### config.mk
export PLATFORM = sky130hd
export DESIGN_NAME = seq_divider_flat
export DESIGN_NICKNAME = d
export VERILOG_FILES = /design/src/rtl/seq_divider_pkg.sv /design/src/rtl/seq_divider_if.sv /design/src/rtl/seq_divider_div_step.sv /design/src/rtl/seq_divider.sv /design/src/flat_wrapper.sv
export SDC_FILE = /design/constraint.sdc
export NUM_CORES = 1
export LEC_CHECK = 0
export CORE_AREA = 3 3 151 153
export CTS_BUF_LIST = sky130_fd_sc_hd__clkbuf_4 sky130_fd_sc_hd__clkbuf_8 sky130_fd_sc_hd__clkbuf_16
export DETAILED_ROUTE_END_ITERATION = 10
export DIE_AREA = 0 0 154 156
export PLACE_DENSITY = 0.89
export SETUP_SLACK_MARGIN = 0.3
export SLEW_MARGIN = 10
export SYNTH_ARGS = -nofsm -noshare
export SYNTH_HDL_FRONTEND = slang
export SYNTH_SLANG_ARGS = --single-unit
### constraint.sdc
create_clock -name clk -period 9.37 [get_ports clk]
set_input_delay 1.874 -clock clk [delete_from_list [all_inputs] [get_ports clk]]
set_output_delay 1.874 -clock clk [all_outputs]
set_load 0.02 [all_outputs]
### src/rtl/seq_divider_pkg.sv
// -----------------------------------------------------------------------------
// seq_divider_pkg
//   Shared definitions for the execute-stage iterative datapaths (divider and
//   multiplier): the 2-bit FSM state encoding, the default operand width and
//   a helper to size iteration counters.
// -----------------------------------------------------------------------------
package seq_divider_pkg;

    // Default operand/result width for the execute-stage datapaths.
    localparam int DIV_WIDTH = 32;

    // FSM encoding shared by the iterative units.
    typedef enum logic [1:0] {
        ST_IDLE = 2'd0,
        ST_RUN  = 2'd1,
        ST_FIX  = 2'd2,
        ST_DONE = 2'd3
    } div_state_t;

    // Width of a counter that must reach w-1 (at least one bit).
    function automatic int cnt_width(input int w);
        return (w > 1) ? $clog2(w) : 1;
    endfunction

endpackage

### src/rtl/seq_divider_if.sv
// -----------------------------------------------------------------------------
// seq_divider_if
//   Request/result bundle of the sequential divider.
//   Handshake: the requester raises start with signed_op/dividend/divisor
//   valid; the divider accepts it only while idle (busy=0). busy stays high
//   from acceptance through the done cycle; done pulses for one cycle when
//   quotient/remainder/div_by_zero are valid. Those results then hold until
//   the next operation completes. A start seen while busy is dropped, never
//   queued.
//   master : requester (drives start/operands, reads results)
//   slave  : divider   (reads start/operands, drives results)
// -----------------------------------------------------------------------------
interface seq_divider_if
    import seq_divider_pkg::*;
#(
    parameter int WIDTH = DIV_WIDTH
);
    logic             start;
    logic             signed_op;
    logic [WIDTH-1:0] dividend;
    logic [WIDTH-1:0] divisor;
    logic [WIDTH-1:0] quotient;
    logic [WIDTH-1:0] remainder;
    logic             busy;
    logic             done;
    logic             div_by_zero;

    modport master (
        output start, signed_op, dividend, divisor,
        input  quotient, remainder, busy, done, div_by_zero
    );

    modport slave (
        input  start, signed_op, dividend, divisor,
        output quotient, remainder, busy, done, div_by_zero
    );
endinterface

### src/rtl/seq_divider_div_step.sv
// -----------------------------------------------------------------------------
// div_step
//   One combinational restoring-division iteration.
//   rem_in  : current partial remainder (WIDTH+1 bits)
//   q_in    : next dividend bit shifted into the partial remainder
//   divisor : divisor magnitude
//   rem_out : next partial remainder
//   q_out   : resulting quotient bit (1 when the trial subtract fits)
// -----------------------------------------------------------------------------
module div_step #(
    parameter int WIDTH = 32
) (
    input  logic [WIDTH:0]   rem_in,
    input  logic             q_in,
    input  logic [WIDTH-1:0] divisor,
    output logic [WIDTH:0]   rem_out,
    output logic             q_out
);
    logic [WIDTH+1:0] shifted;
    logic [WIDTH+1:0] diff;

    always_comb begin
        shifted = {rem_in, q_in};
        diff    = shifted - {2'b00, divisor};
        // Top bit of diff is the borrow: set means divisor did not fit,
        // so the shifted value is kept (restored).
        q_out   = ~diff[WIDTH+1];
        rem_out = diff[WIDTH+1] ? shifted[WIDTH:0] : diff[WIDTH:0];
    end
endmodule

### src/rtl/seq_divider.sv
// -----------------------------------------------------------------------------
// seq_divider
//   Iterative restoring divider, signed or unsigned, one quotient bit per
//   clock. Fixed latency: done pulses WIDTH+1 clock edges after the edge that
//   accepted start. Division by zero yields quotient all ones, remainder equal
//   to the dividend and div_by_zero set. Signed division truncates toward zero
//   (remainder takes the sign of the dividend).
//   clk       : clock, rising edge
//   rst_n     : asynchronous active-low reset
//   bus       : request/result bundle (slave side)
//   dbg_state : current FSM state
// -----------------------------------------------------------------------------
module seq_divider
    import seq_divider_pkg::*;
#(
    parameter int WIDTH = DIV_WIDTH
) (
    input  logic                clk,
    input  logic                rst_n,
    seq_divider_if.slave        bus,
    output div_state_t          dbg_state
);
    localparam int CNT_W = cnt_width(WIDTH);
    localparam logic [CNT_W-1:0] CNT_LAST = CNT_W'(WIDTH - 1);

    div_state_t       state;
    logic [CNT_W-1:0] cnt;
    logic [WIDTH-1:0] q_reg;      // dividend magnitude shifting out, quotient shifting in
    logic [WIDTH-1:0] d_reg;      // divisor magnitude
    logic [WIDTH:0]   rem_reg;    // partial remainder with borrow headroom
    logic [WIDTH-1:0] dvd_orig;   // untouched dividend for the divide-by-zero result
    logic             neg_q;
    logic             neg_r;
    logic             dz;

    logic [WIDTH-1:0] quotient_r;
    logic [WIDTH-1:0] remainder_r;
    logic             busy_r;
    logic             done_r;
    logic             dz_r;

    // Operand magnitudes taken straight from the request at acceptance.
    logic             dvd_neg;
    logic             dsr_neg;
    logic [WIDTH-1:0] dvd_abs;
    logic [WIDTH-1:0] dsr_abs;

    always_comb begin
        dvd_neg = bus.signed_op & bus.dividend[WIDTH-1];
        dsr_neg = bus.signed_op & bus.divisor[WIDTH-1];
        dvd_abs = dvd_neg ? -bus.dividend : bus.dividend;
        dsr_abs = dsr_neg ? -bus.divisor  : bus.divisor;
    end

    logic [WIDTH:0] step_rem;
    logic           step_q;

    div_step #(.WIDTH(WIDTH)) u_step (
        .rem_in  (rem_reg),
        .q_in    (q_reg[WIDTH-1]),
        .divisor (d_reg),
        .rem_out (step_rem),
        .q_out   (step_q)
    );

    always_ff @(posedge clk or negedge rst_n) begin
        if (!rst_n) begin
            state       <= ST_IDLE;
            cnt         <= '0;
            q_reg       <= '0;
            d_reg       <= '0;
            rem_reg     <= '0;
            dvd_orig    <= '0;
            neg_q       <= 1'b0;
            neg_r       <= 1'b0;
            dz          <= 1'b0;
            quotient_r  <= '0;
            remainder_r <= '0;
            busy_r      <= 1'b0;
            done_r      <= 1'b0;
            dz_r        <= 1'b0;
        end else begin
            case (state)
                ST_IDLE: begin
                    if (bus.start) begin
                        q_reg    <= dvd_abs;
                        d_reg    <= dsr_abs;
                        rem_reg  <= '0;
                        cnt      <= '0;
                        dvd_orig <= bus.dividend;
                        neg_q    <= dvd_neg ^ dsr_neg;
                        neg_r    <= dvd_neg;
                        dz       <= (bus.divisor == '0);
                        busy_r   <= 1'b1;
                        state    <= ST_RUN;
                    end
                end

                ST_RUN: begin
                    rem_reg <= step_rem;
                    q_reg   <= {q_reg[WIDTH-2:0], step_q};
                    // Counter parks at its last value; it is reloaded on the
                    // next acceptance.
                    if (cnt == CNT_LAST) begin
                        state <= ST_FIX;
                    end else begin
                        cnt <= cnt + 1'b1;
                    end
                end

                ST_FIX: begin
                    if (dz) begin
                        quotient_r  <= '1;
                        remainder_r <= dvd_orig;
                        dz_r        <= 1'b1;
                    end else begin
                        // Most-negative / -1 needs no special case: the
                        // magnitude quotient negates back onto itself.
                        quotient_r  <= neg_q ? -q_reg : q_reg;
                        remainder_r <= neg_r ? -rem_reg[WIDTH-1:0] : rem_reg[WIDTH-1:0];
                        dz_r        <= 1'b0;
                    end
                    done_r <= 1'b1;
                    state  <= ST_DONE;
                end

                ST_DONE: begin
                    done_r <= 1'b0;
                    busy_r <= 1'b0;
                    state  <= ST_IDLE;
                end

                default: begin
                    state <= ST_IDLE;
                end
            endcase
        end
    end

    assign bus.quotient    = quotient_r;
    assign bus.remainder   = remainder_r;
    assign bus.busy        = busy_r;
    assign bus.done        = done_r;
    assign bus.div_by_zero = dz_r;
    assign dbg_state       = state;

endmodule

### src/flat_wrapper.sv
// flat-port wrapper written by rule: the top's interface ports become plain ports
module seq_divider_flat import seq_divider_pkg::*;
#(
    parameter int WIDTH = DIV_WIDTH
)
  (clk, rst_n, dbg_state, bus_start, bus_signed_op, bus_dividend, bus_divisor, bus_quotient, bus_remainder, bus_busy, bus_done, bus_div_by_zero);
  seq_divider_if #(.WIDTH(WIDTH)) bus_i ();
  input  logic clk;
  input  logic rst_n;
  output div_state_t dbg_state;
  input wire logic [$bits(bus_i.start)-1:0] bus_start;
  input wire logic [$bits(bus_i.signed_op)-1:0] bus_signed_op;
  input wire logic [$bits(bus_i.dividend)-1:0] bus_dividend;
  input wire logic [$bits(bus_i.divisor)-1:0] bus_divisor;
  output wire logic [$bits(bus_i.quotient)-1:0] bus_quotient;
  output wire logic [$bits(bus_i.remainder)-1:0] bus_remainder;
  output wire logic [$bits(bus_i.busy)-1:0] bus_busy;
  output wire logic [$bits(bus_i.done)-1:0] bus_done;
  output wire logic [$bits(bus_i.div_by_zero)-1:0] bus_div_by_zero;
  assign bus_i.start = bus_start;
  assign bus_i.signed_op = bus_signed_op;
  assign bus_i.dividend = bus_dividend;
  assign bus_i.divisor = bus_divisor;
  assign bus_quotient = bus_i.quotient;
  assign bus_remainder = bus_i.remainder;
  assign bus_busy = bus_i.busy;
  assign bus_done = bus_i.done;
  assign bus_div_by_zero = bus_i.div_by_zero;
  seq_divider #(.WIDTH(WIDTH)) u_core (.clk(clk), .rst_n(rst_n), .bus(bus_i), .dbg_state(dbg_state));
endmodule
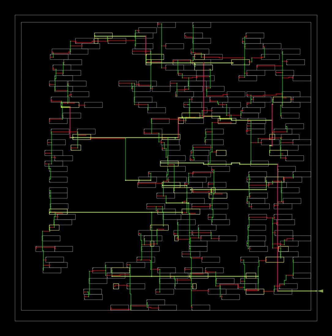
*Clock routing*
Flops: 206
clock skew: 11.54 ps
clk sinks: 206
# clk buffers: 33

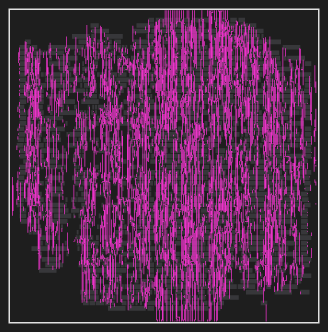
*M2 wires*
Drawn at 2 px/um. Cells faint in the background.
- main direction: vertical
- share of all routed wire: 49%
- wire length on this layer: 15800 um
- longest straight run: 75.1 um
WL final: 32.18 mm
via count: 11.09k
M2 GR Usage: 45.72%

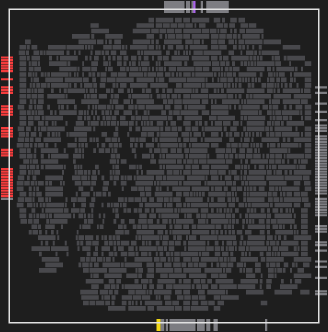
*Ports around the boundary*
Drawn at 2 px/um. Pins as bars across the die edge, other pins in gray.
- dbg_state: yellow (pins 2; direction output; edge south)
- bus_div_by_zero: purple (pins 1; direction output; edge north)
- bus_divisor: red (pins 32; direction input; edge west)
- all pins by edge: 48 east, 33 west, 28 south, 28 north
port bufs: 136
Die W: 154 um
die height: 156 um

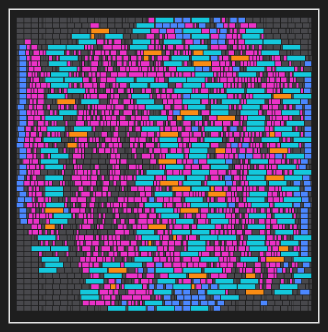
*Cell classes on the final placement*
Drawn at 2 px/um. Fill, decap, tap and diode cells in gray.
- other buffers and delay cells: blue (cells 145; share of their area 9.7%)
- all other logic: magenta (cells 1194; share of their area 51%)
- clock drivers and dummy loads: orange (cells 38; share of their area 4.8%)
- flip-flops: cyan (cells 206; share of their area 35%)

==> metrics.cfg <==
[logic_synthesis]
ys_top_logic_family=AND-OR/OR-AND gates
yosys.area_share.xor_xnor_pct=9.621
ys_seq_share_pct=39.88
mux_share_pct=7.849
yosysCellCount=1474
largest_area_cell=dfrtp_1
top_cells_by_count=dfrtp_1 (206), nand2_1 (198), o21ai_0 (176), a21oi_1 (115), nor2_1 (110)
most_common_cell=dfrtp_1
ys_sh_adder_pct=4.220
synth_nets=1585
edf_count=0
synthTopCellsByArea=dfrtp_1 (40%), o21ai_0 (6.8%), xor2_1 (5.8%), nand2_1 (5.7%), mux2_2 (5.1%)
post_synth.cell_area_avg_um2=8.770
syn_inst=1474
synth_flops=206
top_cell_area_share_pct=39.88
yosysWarnings=0
simple_gate_share_pct=15.33
async_reset_ff_share_pct=100.0
compound_area_share_pct=19.37
ys_area_um2=12930
synth_area_um2=12930

[route]
ant_nets=0
vias_per_cell=5.954
wl_per_cell_um=17.27
drtPass1Iterations=5
post-route-drc-count=0

[global_routing]
grt_usage_pct=26.08
first_global_vias=10710
grt_first_pass_wirelength_mm=52.56
antenna_found_initial=0
grt_max_degree=105
overflow=0

[power_and_ir_drop]
clkPwrFrac_pct=14.6
comb-power_mw=3.23
largestPowerGroup=combinational logic
seqPwrFrac_pct=29.6
power_density_nw_per_um2=381.7
power_switching_mw=2.581
power_mw=5.787
swShare_pct=44.60
p_clk_mw=0.847
internal-power_mw=3.206
combPwrFrac_pct=55.8
cellLeakagePower_nw=6.500
pg_seq_mw=1.71

[final_timing]
whs_ps=478.6
finalSetupViolCount=0
max_freq_mhz=218.9
worst_pin_slew_ps=1045
hold_violations=0
period_minus_slack_ps=4569
setup_slack_ps=4801
fin_crit_sh_pct=48.76
grt_setup_unrepaired=no
tns_ps=0
slew_headroom_pct=30.34
slew_viol_final=0

[critical_path]
crit_family=simple AND/OR/NAND/NOR gates
max_stage_delay_ps=620
cp.required_ps=9780
ff2ff_setup_slack_ps=5590
reg2reg_depth=10
cpMaxStageDelayCell=nor4_1
critPathBufInv=1
cp_data_arrival_time_ps=4980
critPathCaptureType=flop
path_class=input port to flop
worstSetupStartpointType=input port
critPathMaxFanout=7
rr_startpoint=u_core.rem_reg[17]
r2r-end=u_core.rem_reg[32]
critPathLaunch=bus_dividend[2]
cp.depth=10

[placed_design]
pre_cts_slack_ps=4469
dp.cells=1825
place.gp.congestion=0.9044
placed_area_um2=14450
hpwl_mm=23.19

[cts]
path_clk_slew_ps=60
root_buffer=clkbuf_16
postCtsResizedCells=0
clk_latency_ps=500
cts_setup_buffers=0
cts_tree=yes
cts_buffers=22
hold_buffers=0
htreeDepth=1

[finish]
final_util_pct=69.90
layout.cells.non_filler=1863
synthToLayoutAreaGrowth_pct=17.28
final_area_um2=15160
lay_top_cells=dfrtp_1 (205), nand2_1 (197), o21ai_0 (175), clkdlybuf4s50_1 (135), a21oi_1 (115)
fillCellCount=1636
layout-drive-gt1-share_pct=7.896
num-nets-final=1680
diodes=0
layout_top_cell=dfrtp_1

[min_path]
min_path_cells=2
hold_start=u_core.d_reg[23]
hp-class=flop to flop
hold_end=u_core.d_reg[23]

[run]
warnings=31
maxCapViolCount=0

[floorplanning]
boundaryPins=137
core_area_um2=21690
rows=54
chipArea_um2=24020
fp_util_pct=59.61

[outcome]
status=complete, no violations

[final cells by class]
| class | count | area, um^2 | area share, % |
|---|---|---|---|
| clock buffers | 33 | 688.2 | 4.539 |
| flip-flops and latches | 206 | 5156 | 34.01 |
| multi-input cells | 1142 | 7313 | 48.24 |
| well taps | 280 | 350.3 | 2.311 |
| repair buffers | 145 | 1433 | 9.450 |
| inverters | 52 | 195.2 | 1.287 |
| clock inverters | 5 | 25.02 | 0.1651 |
[routing by layer]
metal / global-route usage (%) / wire length, um
met5: 0 / 0
met3: 3.107 / 1949
met2: 45.72 / 15810
met4: 6.350 / 590
met1: 34.83 / 13830
